--- src/rtl/count_sequencer.sv ---
// Run controller for the COUNT event-counter datapath: samples event pins,
// latches the counting mode, owns the count register and sequences one window.
module count_sequencer #(
    parameter int unsigned WINDOW = 16,
    parameter int unsigned WCNT_W = 16
) (
    input  logic       clk,
    input  logic       rst,
    input  logic       start,
    input  logic       pause,
    input  logic       abort,
    input  logic [1:0] mode_sel,
    input  logic       A_in,
    input  logic       B_in,
    input  logic       C_in,
    output logic       A,
    output logic       B,
    output logic       C,
    output logic [1:0] mode,
    output logic [1:0] state,
    output logic [7:0] CountIn,
    input  logic [7:0] CountOut,
    output logic [7:0] count,
    output logic       busy,
    output logic       done,
    output logic       ovf
);

    localparam int unsigned CNT_W = 8;

    typedef enum logic [1:0] {
        S_IDLE  = 2'b00,
        S_RUN   = 2'b01,
        S_PAUSE = 2'b10,
        S_DONE  = 2'b11
    } fsm_e;

    fsm_e              fsm_q, fsm_d;
    logic              a_q, a_d;
    logic              b_q, b_d;
    logic              c_q, c_d;
    logic [1:0]        mode_q, mode_d;
    logic [CNT_W-1:0]  count_q, count_d;
    logic [WCNT_W-1:0] wcnt_q, wcnt_d;
    logic              ovf_q, ovf_d;
    logic              busy_q, busy_d;
    logic              done_q, done_d;
    logic [1:0]        state_c;
    logic              saturate_c;

    // State register and all datapath flops; synchronous reset.
    always_ff @(posedge clk) begin
        if (rst) begin
            fsm_q   <= S_IDLE;
            a_q     <= 1'b0;
            b_q     <= 1'b0;
            c_q     <= 1'b0;
            mode_q  <= 2'b00;
            count_q <= '0;
            wcnt_q  <= '0;
            ovf_q   <= 1'b0;
            busy_q  <= 1'b0;
            done_q  <= 1'b0;
        end else begin
            fsm_q   <= fsm_d;
            a_q     <= a_d;
            b_q     <= b_d;
            c_q     <= c_d;
            mode_q  <= mode_d;
            count_q <= count_d;
            wcnt_q  <= wcnt_d;
            ovf_q   <= ovf_d;
            busy_q  <= busy_d;
            done_q  <= done_d;
        end
    end

    // Next-state and datapath update; abort overrides everything else.
    always_comb begin
        fsm_d   = fsm_q;
        a_d     = A_in;
        b_d     = B_in;
        c_d     = C_in;
        mode_d  = mode_q;
        count_d = count_q;
        wcnt_d  = wcnt_q;
        ovf_d   = ovf_q;

        // Count gate seen by COUNT: only a non-paused, non-aborted RUN cycle.
        state_c    = ((fsm_q == S_RUN) && !pause && !abort) ? 2'b01 : 2'b00;
        saturate_c = (count_q == {CNT_W{1'b1}}) && (CountOut == '0);

        if (abort) begin
            fsm_d   = S_IDLE;
            count_d = '0;
            ovf_d   = 1'b0;
            wcnt_d  = '0;
        end else begin
            case (fsm_q)
                S_IDLE, S_DONE: begin
                    if (start) begin
                        mode_d  = mode_sel;
                        count_d = '0;
                        ovf_d   = 1'b0;
                        wcnt_d  = WCNT_W'(WINDOW);
                        fsm_d   = S_RUN;
                    end
                end
                S_RUN: begin
                    if (pause) begin
                        fsm_d = S_PAUSE;
                    end else begin
                        wcnt_d = wcnt_q - WCNT_W'(1);
                        // A wrap from 255 to 0 ends the window early with count held.
                        if (saturate_c) begin
                            ovf_d = 1'b1;
                            fsm_d = S_DONE;
                        end else begin
                            count_d = CountOut;
                            if (wcnt_q == WCNT_W'(1)) begin
                                fsm_d = S_DONE;
                            end
                        end
                    end
                end
                S_PAUSE: begin
                    if (!pause) begin
                        fsm_d = S_RUN;
                    end
                end
                default: begin
                    fsm_d = S_IDLE;
                end
            endcase
        end

        busy_d = (fsm_d == S_RUN) || (fsm_d == S_PAUSE);
        done_d = (fsm_d == S_DONE);
    end

    assign A       = a_q;
    assign B       = b_q;
    assign C       = c_q;
    assign mode    = mode_q;
    assign state   = state_c;
    assign CountIn = count_q;
    assign count   = count_q;
    assign busy    = busy_q;
    assign done    = done_q;
    assign ovf     = ovf_q;

endmodule

--- config.mk ---
export PLATFORM = sky130hd
export DESIGN_NAME = count_sequencer
export DESIGN_NICKNAME = d
export VERILOG_FILES = /design/src/rtl/count_sequencer.sv
export SDC_FILE = /design/constraint.sdc
export NUM_CORES = 1
export LEC_CHECK = 0
export CORE_ASPECT_RATIO = 1.25
export CORE_MARGIN = 5
export CORE_UTILIZATION = 48
export CTS_CLUSTER_SIZE = 10
export DETAILED_ROUTE_END_ITERATION = 8
export PLACE_DENSITY = 0.89
export SLEW_MARGIN = 25
export SYNTH_ARGS = -nofsm -noshare
export SYNTH_HDL_FRONTEND = slang
export SYNTH_SLANG_ARGS = --single-unit
--- constraint.sdc ---
create_clock -name clk -period 2.78 [get_ports clk]
set_input_delay 0.417 -clock clk [delete_from_list [all_inputs] [get_ports clk]]
set_output_delay 0.417 -clock clk [all_outputs]
set_load 0.01 [all_outputs]
Figure 1. Cell area per tile.
Bar = 20 um. 6 x 8 tiles, from black (low) to pale yellow (high), 0 to 100% covered.
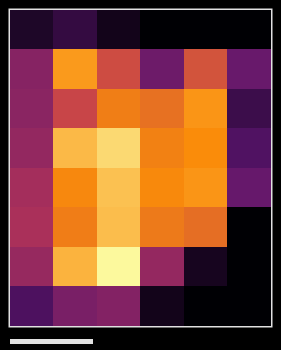
densest ninth of the die = middle
emptiest ninth of the die = bottom right
nearly empty tiles = 15%
fullest tile = 99%
mean over tiles = 44%
floorplan core density: 48.9%
final core occ: 62.6%

Figure 2. Placement by cell class.
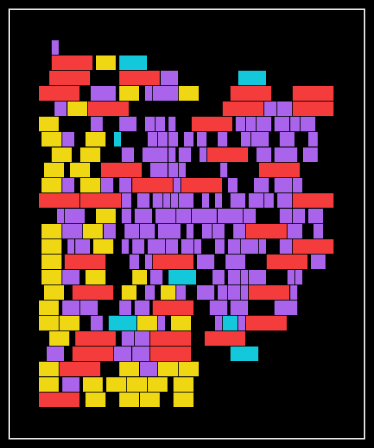
red -> sequential cells  # cells 34, share of their area 33%
yellow -> remaining buffers and delay cells  # cells 45, share of their area 21%
cyan -> clock drivers and dummy loads  # cells 7, share of their area 3.8%
purple -> combinational and other logic  # cells 136, share of their area 42%
Seq/total area: 31.8%
# rows: 24
CORE AREA: 3420 sq um
Design Area, Final: 2140 sq um

Figure 3. Floorplan with the power grid.
Bar = 20 um. Pins as bars on the die edge.
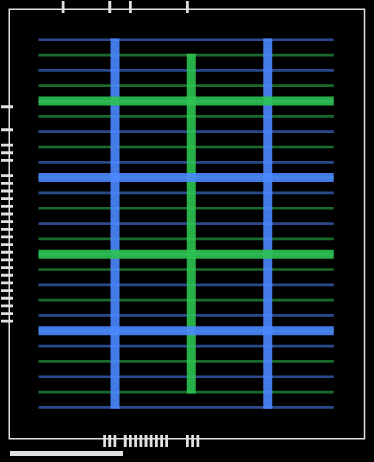
green -> VDD
blue -> VSS
met1 rails = 25
met4 straps = 3

==> flow_summary.toml <==
# synthesis and place-and-route metrics
[route]
ant_nets = 0
route.met2.wl_mm = 1.85
vias = 1465
drt-total-wl_mm = 3.71
wl_per_cell_um = 14.2
drtPass1Iterations = 4

[layout]
seqCellArea_sq_um = 681
lay_top_cells = "42 x clkdlybuf4s50_1, 34 x dfxtp_1, 15 x nor2_1"
instances_no_fill = 261
clockBufferCount = 6
largest_reg_flops = 16
fillerInstances = 298
num_antenna_cells = 0
layout.area.comb_sq_um = 867
nonClkBufAreaFrac_pct = 20.7
clkCellAreaFrac_pct = 3.74
layout_top_cell = "clkdlybuf4s50_1"

[power_and_ir_drop]
p_clk_share_pct = 32.9
peakVddDrop_uv = 387
p_seq_share_pct = 49.6
p_sw_share_pct = 26.7
p_leak_nw = 0.790
powerDensity_nw_per_um2 = 487

[setup_path]
r2r.worst_path.cells = 6
cp.depth = 8
critPathCapture = "busy"
reg2reg_from = "wcnt_q[8]"
crit_chain = "clkdlybuf4s50_1 > or4_1 > nor4_1 > buf_4 > a311oi_1 > nor3_1 > ha_1 > nor2b_1"
r2r_slack_ns = 0.47
endpoint_kind = "register"
arrival_ns = 2.55

[job]
warnings = 28

[synthesis]
xor_share_pct = 2.62
ys_types = 41
numSynthFlops = 34
synthTopLogicFamily = "simple AND/OR/NAND/NOR gates"
synthesis.area_sq_um = 1670
flop_cell = "dfxtp_1"
ys_seq_share_pct = 40.7
synth_area_leader_cell = "dfxtp_1"
yosysCellCount = 186
ys_sh_mux_pct = 3.14
synthTopCellsByCount = "34 x dfxtp_1, 15 x nor2_1, 14 x a21oi_1"

[placement]
postPlaceCellArea_sq_um = 2060
post-place-ws_ns = 0.116

[run_status]
status = "complete, no violations"

[final_timing]
clock_skew_ns = 0.00830
whs_ns = 0.479
hold_violations = 0
max-slew-margin-rel_pct = 65.8

[grt]
grt_pass1_wl_mm = 6.44
use_met3_pct = 7.37
grt_use_met2_pct = 28.3

[clock_tree]
path_clk_slew_ns = 0.07
cts_buffer_depth = 2
insertion_delay_ns = 0.29
ctsResizeCount = 0
htreeDepth = 2

[die]
io_pins = 44
dieArea_sq_um = 4770
tap_cells = 39
